**Run 1: met1 routing**

Supply wires on this layer in grey.
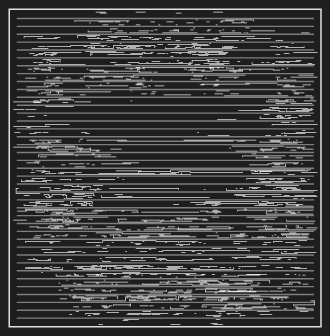
**Run 1: metal 2**

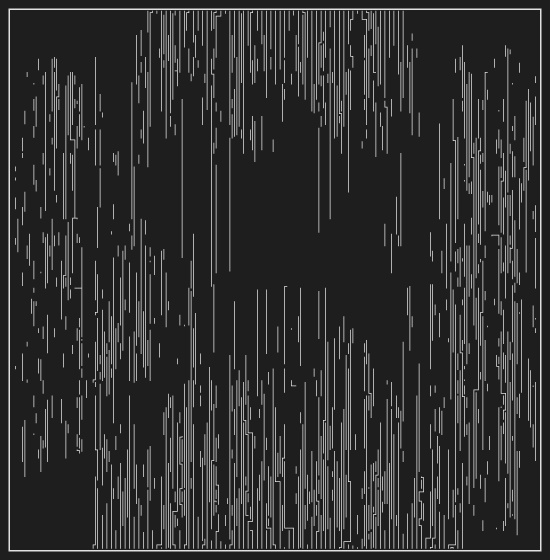
**Run 1: signal wires on met3**

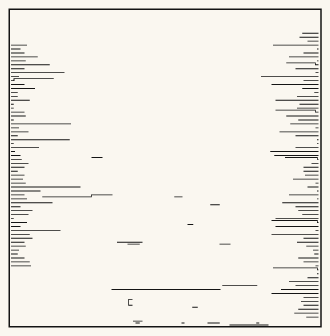
**Run 1: M4 wires**

Bar = 20 um. Supply wires on this layer in grey. Cells faint in the background.
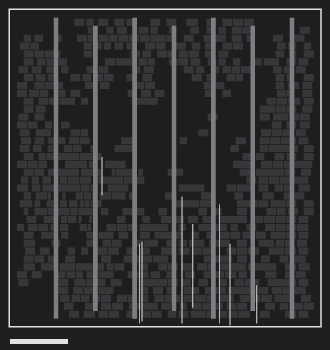
Design tnoc_packet_packer, sky130hd; sources not shown.
==> results.yml, run 1 <==
# generated from flow reports
grt:
  antenna_found_initial: 0
  grt_pass1_vias: 3220
  overflow: 0
  grt_max_degree: 33
synth:
  yosysWarnings: 0
  ys_cells: 249
  top_logic_kind: "multiplexers"
  ys_ff: 3
  syn_area_per_cell_um2: 8.02
  syn_area_mm2: 0.00200
  syn-num-nets: 449
  syn_inst: 249
  yosys-stat-area_mm2: 0.00200
  ys_seq_share_pct: 3.01
  yosys.area_share.simple_pct: 25.0
flow_run:
  warnings: 29
  maxCapViolations: 0
final_timing:
  relSlewSlack_pct: 73.1
  maxSlewViolCount: 0
  worst_slew_pin_slew_ns: 0.392
  grt_setup_unrepaired: "yes"
  fin_ws_ns: -0.651
  max_freq_ghz: 0.465
  setup_viol: 67
  hold_viol: 0
  tns_ns: -35.93
route:
  drt_iter0_drc: 81
  ant_nets: 0
  dr.pass1.iters: 4
  wl_per_cell_um: 18.1
  viasPerCell: 4.62
  drcViolationCount: 0
layout:
  fillers: 958
  final_cell_mix: "clkdlybuf4s50_1 (194), and2_4 (65), mux2i_1 (62)"
  fin_nets: 743
  antenna_cells: 0
  fin_cells: 682
  area_growth_pct: 199
  drive_above_1_share_pct: 44.6
critical_path:
  crit_slowest_cell: "or3b_4"
  cp_common_cell: "buf_6"
  endpoint_kind: "primary output"
  rrSetupSlack_ns: 0.11
  path_delay_family: "simple AND/OR/NAND/NOR gates"
  worst-setup-path-type: "reg -> out"
  path_cells: "or3b_4 > buf_12 > buf_16 > buf_6 > o2bb2ai_4 > and2_4 > buf_6"
  r2r.worst_path.cells: 5
  cp.required_ns: 1.10
floorplanning:
  die_h_um: 109
  coreArea_mm2: 0.0106
  rows: 38
  dieArea_mm2: 0.0117
  fp_util_pct: 18.8
  die-width_um: 107
power_and_ir_drop:
  irDropWorstVdd_mv: 0.428
  p_clk_uw: 239
  leakagePower_uw: 0.00231
  switching_share_pct: 34.2
  top_power_group: "combinational logic"
  p_comb_share_pct: 83.5
  p_total_uw: 1980
  p_int_uw: 1300
  comb-power_uw: 1650
  seqPwrFrac_pct: 4.5
  pwr-share-clk_pct: 12.1
  pwr_density_cell_mw_per_mm2: 331
clock_tree:
  cts_hold_buf: 0
  clk_pin_slew_worst_paths_ns: 0.03
  clock_latency_ns: 0.22
  cts-root-buf: "clkbuf_8"
  cts_tree: "yes"
  numClockSinks: 3
  cts_buffer_depth: 2
  htree_levels: 1
  cts.repair.resized: 372
run_status:
  violations: "negative setup slack"
  status: "complete, but fails checks"
placement:
  dp_cells: 651
  portBuffers: 268
worst_hold_path:
  min_path_type: "in -> reg"
  whs_path_depth: 3
-- 'met1 routing' (at the start) --
main direction: horizontal
share of all routed wire: 37%
wire length on this layer: 4590 um
nets with wire on the layer: 610
longest straight run: 46.5 um
GR Layer Usage met1: 20.5%
Total Wirelength: 12300 um

-- 'metal 2' (at the start) --
main direction: vertical
wire length on this layer: 6510 um
longest straight run: 43.9 um
Vias: 3152
M2 GR Usage: 35.3%

-- 'signal wires on met3' (at the start) --
wire length on this layer: 1000 um
main direction: horizontal
nets with wire on the layer: 140
longest straight run: 37.3 um
share of all routed wire: 8.2%
M3 GR Usage: 4.66%

-- 'M4 wires' (at the start) --
wire length on this layer: 221 um
main direction: vertical

-- run 1: per-stage QoR --
step           area, um^2  hold slack (ns)  setup slack [ns]
2_1_floorplan        2180            0.349            -0.169
3_3_place_gp         5120            0.485             -1.40
3_5_place_dp         5120            0.502             -1.41
4_1_cts              5420            0.479            -0.718
5_1_grt              5980            0.490            -0.678
6_report             5980            0.476            -0.651
-- run 1: cell type report --
type	count	area (um^2)	share of cell area, %
Inverter	1	3.75	0.0628
Multi-Input combinational cell	215	2360	39.5
Tap cell	140	175	2.93
Timing Repair Buffer	319	3330	55.7
Clock buffer	4	45.0	0.753
Sequential cell	3	66.3	1.11
-- run 1: layer usage --
layer	track usage, %	vias up	part of all wire, %
met5	0	-	0
met4	3.80	0	1.8
met3	4.66	16	8.1
met2	35.3	151	53
met1	20.5	1452	37
li1	-	1533	-
-- run 1: Yosys cell counts --
cell,instances,area [um^2]
or3_1,1,6.26
a21boi_0,2,15.0
nand2_1,4,15.0
o2bb2ai_1,64,561
and3_1,2,12.5
nand3b_1,2,15.0
dfxtp_1,3,60.1
nand3_1,2,10.0
xnor2_1,1,8.76
o31ai_1,1,7.51
nand2b_1,1,6.26
buf_6,7,78.8
nor2_1,1,3.75
buf_4,2,15.0
o21ai_0,1,5.00
nor3b_1,1,7.51
or3b_1,1,8.76
clkbuf_1,9,33.8
mux2i_1,64,641
nand4b_1,1,8.76
inv_1,1,3.75
and2_1,65,407
buf_2,12,60.1
o32ai_1,1,8.76
-- run 1: cells by family (layout without fill, tap and decap cells) --
| kind of cell | Yosys count | count (layout) |
|---|---|---|
| AND-OR/OR-AND | 69 | 69 |
| XOR/XNOR | 1 | 1 |
| flip-flops | 3 | 3 |
| buffers and inverters | 31 | 324 |
| AND/OR/NAND/NOR | 81 | 81 |
| multiplexers | 64 | 64 |
==> run 2, diff against run 1 <==
--- a/config.mk
+++ b/config.mk
@@ -5,7 +5,7 @@
 export SDC_FILE = /design/constraint.sdc
 export NUM_CORES = 1
 export LEC_CHECK = 0
-export CAP_MARGIN = 15
+export CAP_MARGIN = 20
 export CORE_AREA = 2 2 105 107
 export CTS_CLUSTER_SIZE = 24
 export DETAILED_ROUTE_END_ITERATION = 6
**Run 2: met1 routing**

Supply wires on this layer in grey.
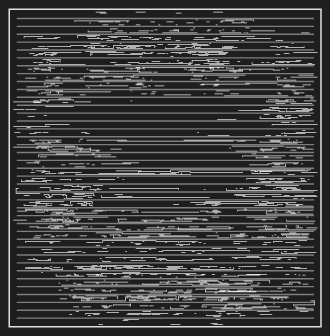
main direction: horizontal
share of all routed wire: 37%
wire length on this layer: 4590 um
longest straight run: 46.5 um
nets with wire on the layer: 610

**Run 2: M4 wires**

Bar = 20 um. Supply wires on this layer in grey. Cells faint in the background.
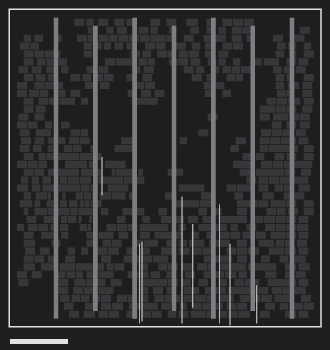
main direction: vertical
longest straight run: 43.5 um
nets with wire on the layer: 8

==> run 2 against run 1 <==
Effect of this change:
- the run still ends with negative setup slack left
- sequential power is essentially flat
- sequential share of layout area stayed put
- global-route usage stayed put
- largest power group unchanged
- largest cell class unchanged
==> results.yml, run 2 <==
# generated from flow reports
run_status:
  status: "complete, but fails checks"
  violations: "negative setup slack"
clock_tree:
  cts_buffer_depth: 2
  cts_tree: "yes"
  clk_pin_slew_worst_paths_ns: 0.03
  cts-root-buf: "clkbuf_8"
layout:
  antenna_cells: 0
  area_growth_pct: 199
  drive_above_1_share_pct: 44.6
  final_cell_mix: "clkdlybuf4s50_1 (194), and2_4 (65), mux2i_1 (62)"
synth:
  ys_seq_share_pct: 3.01
  synthMostInstantiatedCell: "and2_1"
  synth_area_leader_cell: "mux2i_1"
  common_cells: "and2_1 (65), mux2i_1 (64), o2bb2ai_1 (64), buf_2 (12), clkbuf_1 (9)"
  syn_inst: 249
  syn_area_mm2: 0.00200
  ys.flop_type: "dfxtp_1"
  async_reset_ff_share_pct: 0
  yosysTopAreaCellShare_pct: 32.1
  syn-num-nets: 449
  top_cells_by_area: "mux2i_1 (32%), o2bb2ai_1 (28%), and2_1 (20%)"
  syn_area_per_cell_um2: 8.02
floorplanning:
  coreArea_mm2: 0.0106
  dieArea_mm2: 0.0117
  fp_util_pct: 18.8
  die-width_um: 107
placement:
  post-place-ws_ns: -1.41
  portBuffers: 268
power_and_ir_drop:
  p_comb_share_pct: 83.5
  leakagePower_uw: 0.00231
  top_power_group: "combinational logic"
  irDropWorstVdd_mv: 0.428
  p_int_uw: 1300
  seqPwrFrac_pct: 4.5
  pwr-share-clk_pct: 12.1
final_timing:
  grt_setup_unrepaired: "yes"
  fin_ws_ns: -0.651
  maxSlewViolCount: 0
  setup_viol: 67
  relSlewSlack_pct: 73.1
critical_path:
  path_cells: "or3b_4 > buf_12 > buf_16 > buf_6 > o2bb2ai_4 > and2_4 > buf_6"
  rrSetupSlack_ns: 0.11
  path_delay_family: "simple AND/OR/NAND/NOR gates"
  worst-setup-path-type: "reg -> out"
  r2r.worst_path.cells: 5
route:
  viasPerCell: 4.62
  dr.pass1.iters: 4
  num_vias: 3152
  drcViolationCount: 0
  wl_met3_um: 1000
  ant_nets: 0
grt:
  grtUsageMet1_pct: 20.5
  antenna_found_initial: 0
  overflow: 0
  grt_pass1_vias: 3220
  met2_usage_pct: 35.3
flow_run:
  warnings: 29
  maxCapViolations: 0
worst_hold_path:
  whs_path_depth: 3
  min_path_type: "in -> reg"
**Run 2: the clock network**

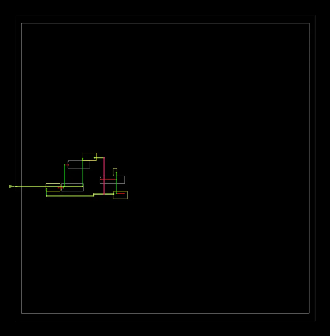
Clk. pwr: 239 uW
clock buffers: 4

-- run 2: cell counts in the layout (fill, tap and decap cells not counted) --
Identical to the previous run, type by type.
-- run 2: cell type report --
type | count | area [um^2]
multi-input cells | 215 | 2360
fillers | 958 | 4620
well taps | 140 | 175
inverters | 1 | 3.75
clock buffers | 4 | 45.0
repair buffers | 319 | 3330
flip-flops and latches | 3 | 66.3
-- run 2: tightest hold or removal path: cells and delay by family --
| family | cells | cell delay [ns] |
|---|---|---|
| AND-OR/OR-AND | 1 | 0.12 |
| buffers and inverters | 1 | 0.14 |
| AND/OR/NAND/NOR | 1 | 0.18 |
-- run 2: kinds of logic (layout without fill, tap and decap cells) --
kind of cell / after synthesis / after routing / share of synthesized area (%)
simple gates: 81 / 81 / 25.0
compound gates: 69 / 69 / 29.9
mux: 64 / 64 / 32.1
buf+inv: 31 / 324 / 9.58
flops: 3 / 3 / 3.01
xor+xnor: 1 / 1 / 0.438
-- run 2: timing repair --
item	CTS	global route
pin swaps	10	7
cloned	5	3
resized	372	79
endpoints found under the hold margin	0	0
endpoints found under the setup margin	69	70
hold buffers	0	0
buffers inserted	12	8
-- run 2: per-stage QoR --
step	hold WS (ns)	cell area, um^2	utilization [%]	TNS (ns)	instances
2_1_floorplan	0.349	2180	-	-10.61	249
3_3_place_gp	0.485	5120	48.3	-87.29	651
3_5_place_dp	0.502	5120	48.3	-89.24	651
4_1_cts	0.479	5420	51.1	-36.82	672
5_1_grt	0.490	5980	56.4	-38.71	682
6_report	0.476	5980	56.4	-35.93	682
Power is estimated from default activity; no workload was simulated.
